==> run_1/closeup.png <==
The bar under the picture is 5 um long. Window x 114 to 134, y 164 to 184 um. Cells in gray, sequential cells in the stronger gray; small squares are vias.
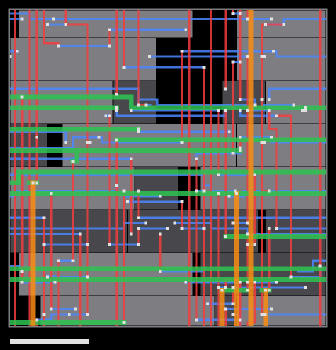
==> run_1/clock_nets.png <==
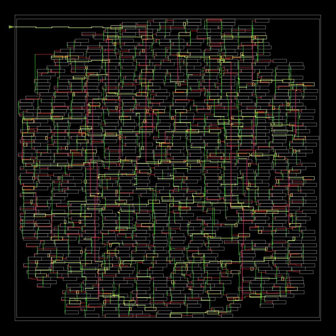
==> run_1/route_heat.png <==
25 x 25 tiles, from white (low) to dark blue (high), scaled to the fullest tile. Values are wire area over tile area, all layers added.
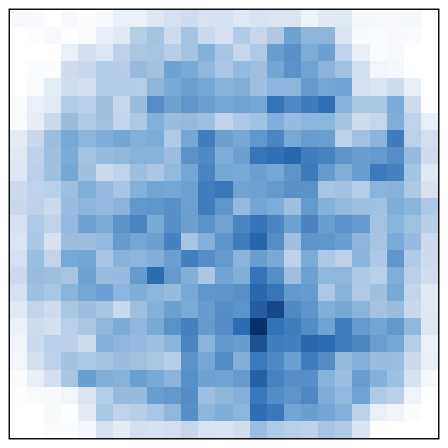
==> run_1/gates.png <==
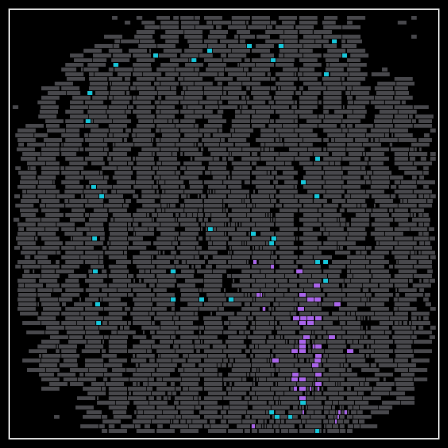
--- src/rtl/dma_param_fifo.sv ---
// dma_param_fifo: parametrised FWFT FIFO for the LCD DMA path with watermarks and sticky error flags.
// Define DMA_FIFO_FLUSH_EN to make fp_pulse synchronously flush the FIFO.
module dma_param_fifo #(
    parameter int DATA_W = 32,
    parameter int DEPTH = 32,
    parameter int AF_LEVEL = DEPTH - 4,
    parameter int AE_LEVEL = 4,
    localparam int AW = $clog2(DEPTH)
) (
    input  logic              clk,
    input  logic              rst_n,
    input  logic              push,
    input  logic [DATA_W-1:0] data_in,
    input  logic              pull,
    output logic [DATA_W-1:0] data_out,
    output logic              full,
    output logic              empty,
    output logic              almost_full,
    output logic              almost_empty,
    output logic [AW:0]       depth_left,
    output logic [AW:0]       level,
    output logic              overflow,
    output logic              underflow,
    input  logic              clr_err,
    input  logic              fp_pulse
);
    logic [DATA_W-1:0] r_mem [DEPTH];
    logic [AW-1:0]     r_wp, r_rp;
    logic [AW:0]       r_cnt;
    logic              r_ovf, r_udf;
    logic              w_flush, w_push_ok, w_pull_ok;

`ifdef DMA_FIFO_FLUSH_EN
    assign w_flush = fp_pulse;
`else
    logic w_unused_fp;
    assign w_unused_fp = fp_pulse;
    assign w_flush = 1'b0;
`endif

    assign full         = r_cnt == (AW+1)'(DEPTH);
    assign empty        = r_cnt == '0;
    assign almost_full  = r_cnt >= (AW+1)'(AF_LEVEL);
    assign almost_empty = r_cnt <= (AW+1)'(AE_LEVEL);
    assign level        = r_cnt;
    assign depth_left   = (AW+1)'(DEPTH) - r_cnt;
    assign overflow     = r_ovf;
    assign underflow    = r_udf;
    assign data_out     = empty ? '0 : r_mem[r_rp];

    // Pull frees a slot in the same edge, so a full FIFO still accepts a push alongside it
    assign w_push_ok = push && (!full || pull) && !w_flush;
    assign w_pull_ok = pull && !empty && !w_flush;

    always_ff @(posedge clk) begin
        if (w_push_ok) r_mem[r_wp] <= data_in;
    end

    always_ff @(posedge clk or negedge rst_n) begin
        if (!rst_n) begin
            r_wp  <= '0;
            r_rp  <= '0;
            r_cnt <= '0;
            r_ovf <= 1'b0;
            r_udf <= 1'b0;
        end else begin
            r_ovf <= (push && full && !pull && !w_flush) || (r_ovf && !clr_err);
            r_udf <= (pull && empty && !w_flush) || (r_udf && !clr_err);
            if (w_flush) begin
                r_wp  <= '0;
                r_rp  <= '0;
                r_cnt <= '0;
            end else begin
                if (w_push_ok) r_wp <= r_wp + AW'(1);
                if (w_pull_ok) r_rp <= r_rp + AW'(1);
                if (w_push_ok != w_pull_ok) r_cnt <= w_push_ok ? r_cnt + (AW+1)'(1) : r_cnt - (AW+1)'(1);
            end
        end
    end
endmodule

--- config.mk ---
export PLATFORM = sky130hd
export DESIGN_NAME = dma_param_fifo
export DESIGN_NICKNAME = d
export VERILOG_FILES = /design/src/rtl/dma_param_fifo.sv
export SDC_FILE = /design/constraint.sdc
export NUM_CORES = 1
export LEC_CHECK = 0
export CAP_MARGIN = 20
export CORE_MARGIN = 1
export CORE_UTILIZATION = 66
export DETAILED_ROUTE_END_ITERATION = 8
export GPL_TIMING_DRIVEN = 0
export HOLD_SLACK_MARGIN = 0.03
export PLACE_DENSITY = 0.84
export SYNTH_ARGS = -nofsm -noshare
export SYNTH_HDL_FRONTEND = slang
export SYNTH_SLANG_ARGS = --single-unit
--- constraint.sdc ---
create_clock -name clk -period 9.9 [get_ports clk]
set_input_delay 2.475 -clock clk [delete_from_list [all_inputs] [get_ports clk]]
set_output_delay 2.475 -clock clk [all_outputs]
set_load 0.01 [all_outputs]
==> deck_impl_summary.md, run 1 <==
Key Metrics from the Run

Run status
  • Status: completed

GRT
  • Grt met3 use: 8.23%
  • Met1 Resource Use GR: 46.7%

Synthesis
  • Sequential-to-total area share from yosys stat: 78.1%
  • Post-synth top area share: 77.0%
  • Commonest flop: edfxtp_1
  • Yosys top cell by area: edfxtp_1
  • Yosys simple share: 0.924%
  • Synth mux share: 14.2%
  • Distinct lib cells used: 46
  • Asr flop ratio synth: 1.73%
  • Synth top cell by count: edfxtp_1

Finish
  • Share of layout cells above drive strength 1: 21.6%
  • Fillers: 2784
  • Non-clk bufs: 231
  • Seq area share: 68.0%
  • Util after Layout: 77.2%
  • Clock network area share: 6.60%
  • Top cells excl fill/tap: edfxtp_1, mux4_2, mux2i_1

Placement
  • Port-buffer cells: 86
  • Dpl ws: 3610 ps

Hold path
  • Hold/Removal Path Class: reg -> reg

Critical path
  • Worst path depth: 7
  • Delay-heaviest family, CP: buffers and inverters
  • Critical Path Max Stage Delay: 720 ps
  • Setup crit start kind: register
  • R2R cell count: 9
  • Slowest CP cell: clkbuf_1
  • Setup crit end: data_out[21]
  • Arrival time worst endpoint: 4680 ps
  • CP cell instances: clkbuf_1 > nor2_2 > clkbuf_1 > clkbuf_1 > a22oi_1 > a211oi_1 > clkdlybuf4s50_1

Drt
  • DRC violation total after the first TritonRoute iteration: 3515
  • Wl on met1: 35700 um
  • Residual DRC: 0

Clock tree
  • Clock tree sinks: 1042
  • Htree depth: 3
  • CTS root buf: clkbuf_16
  • Setup bufs post-CTS: 0
  • Latency at later pin: 670 ps

Timing
  • Final setup fails: 0
  • Tcrit/Tclk final: 72.3%

Power and ir drop
  • Sequential fraction of design power: 39.6%
  • Gate power share: 32.9%
About closeup.png:
blue -> M1
green -> M3
red -> M2
orange -> M4
most frequent = edfxtp_1 (12), mux4_2 (2), a22oi_1 (2)
cells with their middle in the window = 20
netlist names of flops here include = `r_mem` (12)
sequential cells in the window = 12

About clock_nets.png:
CTS buffer count: 97
Power Clock: 3.64 mW
CLK BUF: 117
Seq cells: 1042
Setup Skew: 36.5 ps

About route_heat.png:
tiles over half the peak = 32%
fullest tile = 0.82
emptiest ninth of the die = upper left
nearly empty tiles = 5.8%
mean over tiles = 0.31
Detailed Route WL: 110000 um
routed len/inst: 37.8 um
via count: 22100
GRT Total Usage: 36.6%

About gates.png:
cyan -> non-inverting ao/oa cells  # cells 37
purple -> nor cells  # cells 47
post-route insts no fill: 2907
Commonest Layout Cell: edfxtp_1
combinational share of cell area: 18.2%

==> run_1/pinout.png <==
The bar under the picture is 50 um long. Pins as bars across the die edge, other pins in gray.
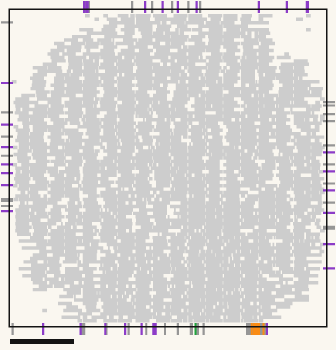

## Run 2: what changed since run 1
--- a/config.mk
+++ b/config.mk
@@ -7,11 +7,11 @@
 export LEC_CHECK = 0
 export CAP_MARGIN = 20
 export CORE_MARGIN = 1
-export CORE_UTILIZATION = 66
+export CORE_UTILIZATION = 62
 export DETAILED_ROUTE_END_ITERATION = 8
 export GPL_TIMING_DRIVEN = 0
 export HOLD_SLACK_MARGIN = 0.03
-export PLACE_DENSITY = 0.84
+export PLACE_DENSITY = 0.8
 export SYNTH_ARGS = -nofsm -noshare
 export SYNTH_HDL_FRONTEND = slang
 export SYNTH_SLANG_ARGS = --single-unit
==> constraint.sdc (replaced) <==
create_clock -name clk -period 7.5 [get_ports clk]
set_input_delay 1.875 -clock clk [delete_from_list [all_inputs] [get_ports clk]]
set_output_delay 1.875 -clock clk [all_outputs]
set_load 0.01 [all_outputs]
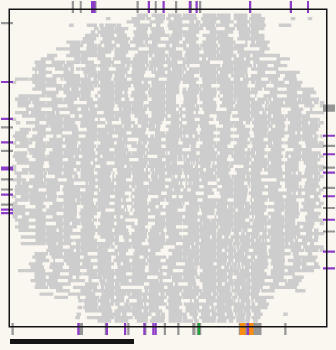
(run_2/pinout.png)
The bar under the picture is 100 um long. Pins as bars across the die edge, other pins in gray.
purple -> `data_in`  # pins 32, direction input, edge 10 top, 8 left, 7 right, 7 bottom
green -> `overflow`  # pins 1, direction output, edge bottom
orange -> `depth_left`  # pins 6, direction output, edge bottom
all pins by edge = 40 bottom, 18 top, 16 right, 14 left
Die W: 256 um
die span in y: 256 um

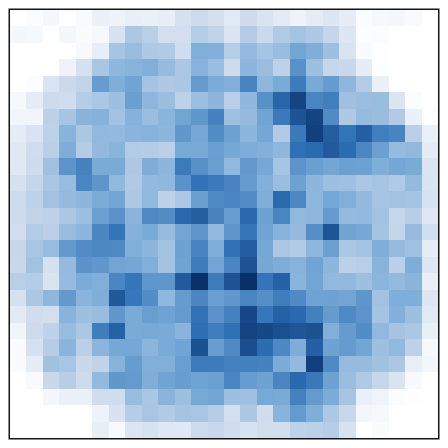
(run_2/route_heat.png)
26 x 26 tiles, from white (low) to dark blue (high), scaled to the fullest tile. Values are wire area over tile area, all layers added.
fullest tile = 0.67
mean over tiles = 0.26
emptiest ninth of the die = upper left
nearly empty tiles = 8.4%
via count: 20900
routed len/inst: 33.6 um
Detailed Route WL: 100000 um
GRT Total Usage: 30.7%

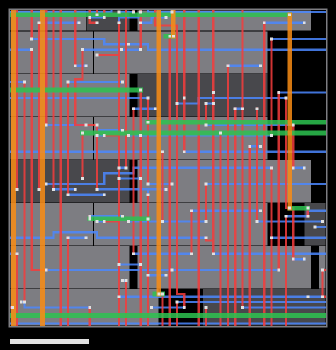
(run_2/closeup.png)
The bar under the picture is 5 um long. Window x 118 to 138, y 169 to 189 um. Cells in gray, sequential cells in the stronger gray; small squares are vias.
blue -> M1
orange -> M4
red -> M2
green -> M3
most frequent = edfxtp_1 (8), mux4_2 (2), clkbuf_16 (1)
sequential cells in the window = 8
netlist names of flops here include = `r_mem` (8)
cells with their middle in the window = 11

==> run 2 against run 1 <==
Compared with the run above:
- clock skew shrank 10 ps
- core utilization shrank 4.6 points
- power grew 29%
- critical path type unchanged
- largest cell class unchanged
- largest power group unchanged
==> deck_impl_summary.md, run 2 <==
Key Metrics from the Run

Critical path
  • Setup crit end: data_out[22] (was data_out[21])
  • CP cell instances: buf_2 > nor2_2 > clkbuf_1 > clkbuf_1 > a22oi_1 > a211oi_1 > clkdlybuf4s50_1 (was clkbuf_1 > nor2_2 > clkbuf_1 > clkbuf_1 > a22oi_1 > a211oi_1 > clkdlybuf4s50_1)
  • Critical Path Max Stage Delay: 750 ps (was 720 ps)
  • R2R cell count: 9 (unchanged)
  • Setup crit start kind: register (unchanged)
  • Arrival time worst endpoint: 4840 ps (was 4680 ps)
  • Slowest CP cell: clkbuf_1 (unchanged)

Clock tree
  • Htree depth: 3 (unchanged)
  • Setup bufs post-CTS: 0 (unchanged)
  • Latency at later pin: 670 ps (about the same)
  • CTS buffer count: 98 (was 97)

Finish
  • CLK BUF: 130 (was 117)
  • Util after Layout: 72.6% (was 77.2%)
  • Top cells excl fill/tap: edfxtp_1, mux4_2, mux2i_1 (unchanged)
  • Seq cells: 1042 (unchanged)
  • Seq area share: 67.9% (was 68.0%)
  • Fillers: 3381 (was 2784)
  • Clock network area share: 6.45% (was 6.60%)
  • Post-route insts no fill: 2979 (was 2907)
  • Non-clk bufs: 233 (was 231)
  • Share of layout cells above drive strength 1: 21.1% (was 21.6%)

Timing
  • Tcrit/Tclk final: 89.5%
  • Setup Skew: 26.5 ps (was 36.5 ps)

Power and ir drop
  • Gate power share: 32.6% (was 32.9%)
  • Sequential fraction of design power: 40.3% (was 39.6%)

Placement
  • Port-buffer cells: 86 (unchanged)
  • Dpl ws: 1730 ps (was 3610 ps)

Drt
  • DRC violation total after the first TritonRoute iteration: 2799 (was 3515)
  • Residual DRC: 0 (unchanged)

GRT
  • Grt met3 use: 6.39% (was 8.23%)

Synthesis
  • Commonest flop: edfxtp_1 (unchanged)
  • Distinct lib cells used: 46 (unchanged)
  • Sequential-to-total area share from yosys stat: 78.1% (unchanged)

Run status
  • Status: completed (unchanged)
Power figures rest on the tool's default switching activity, not on a simulated workload.
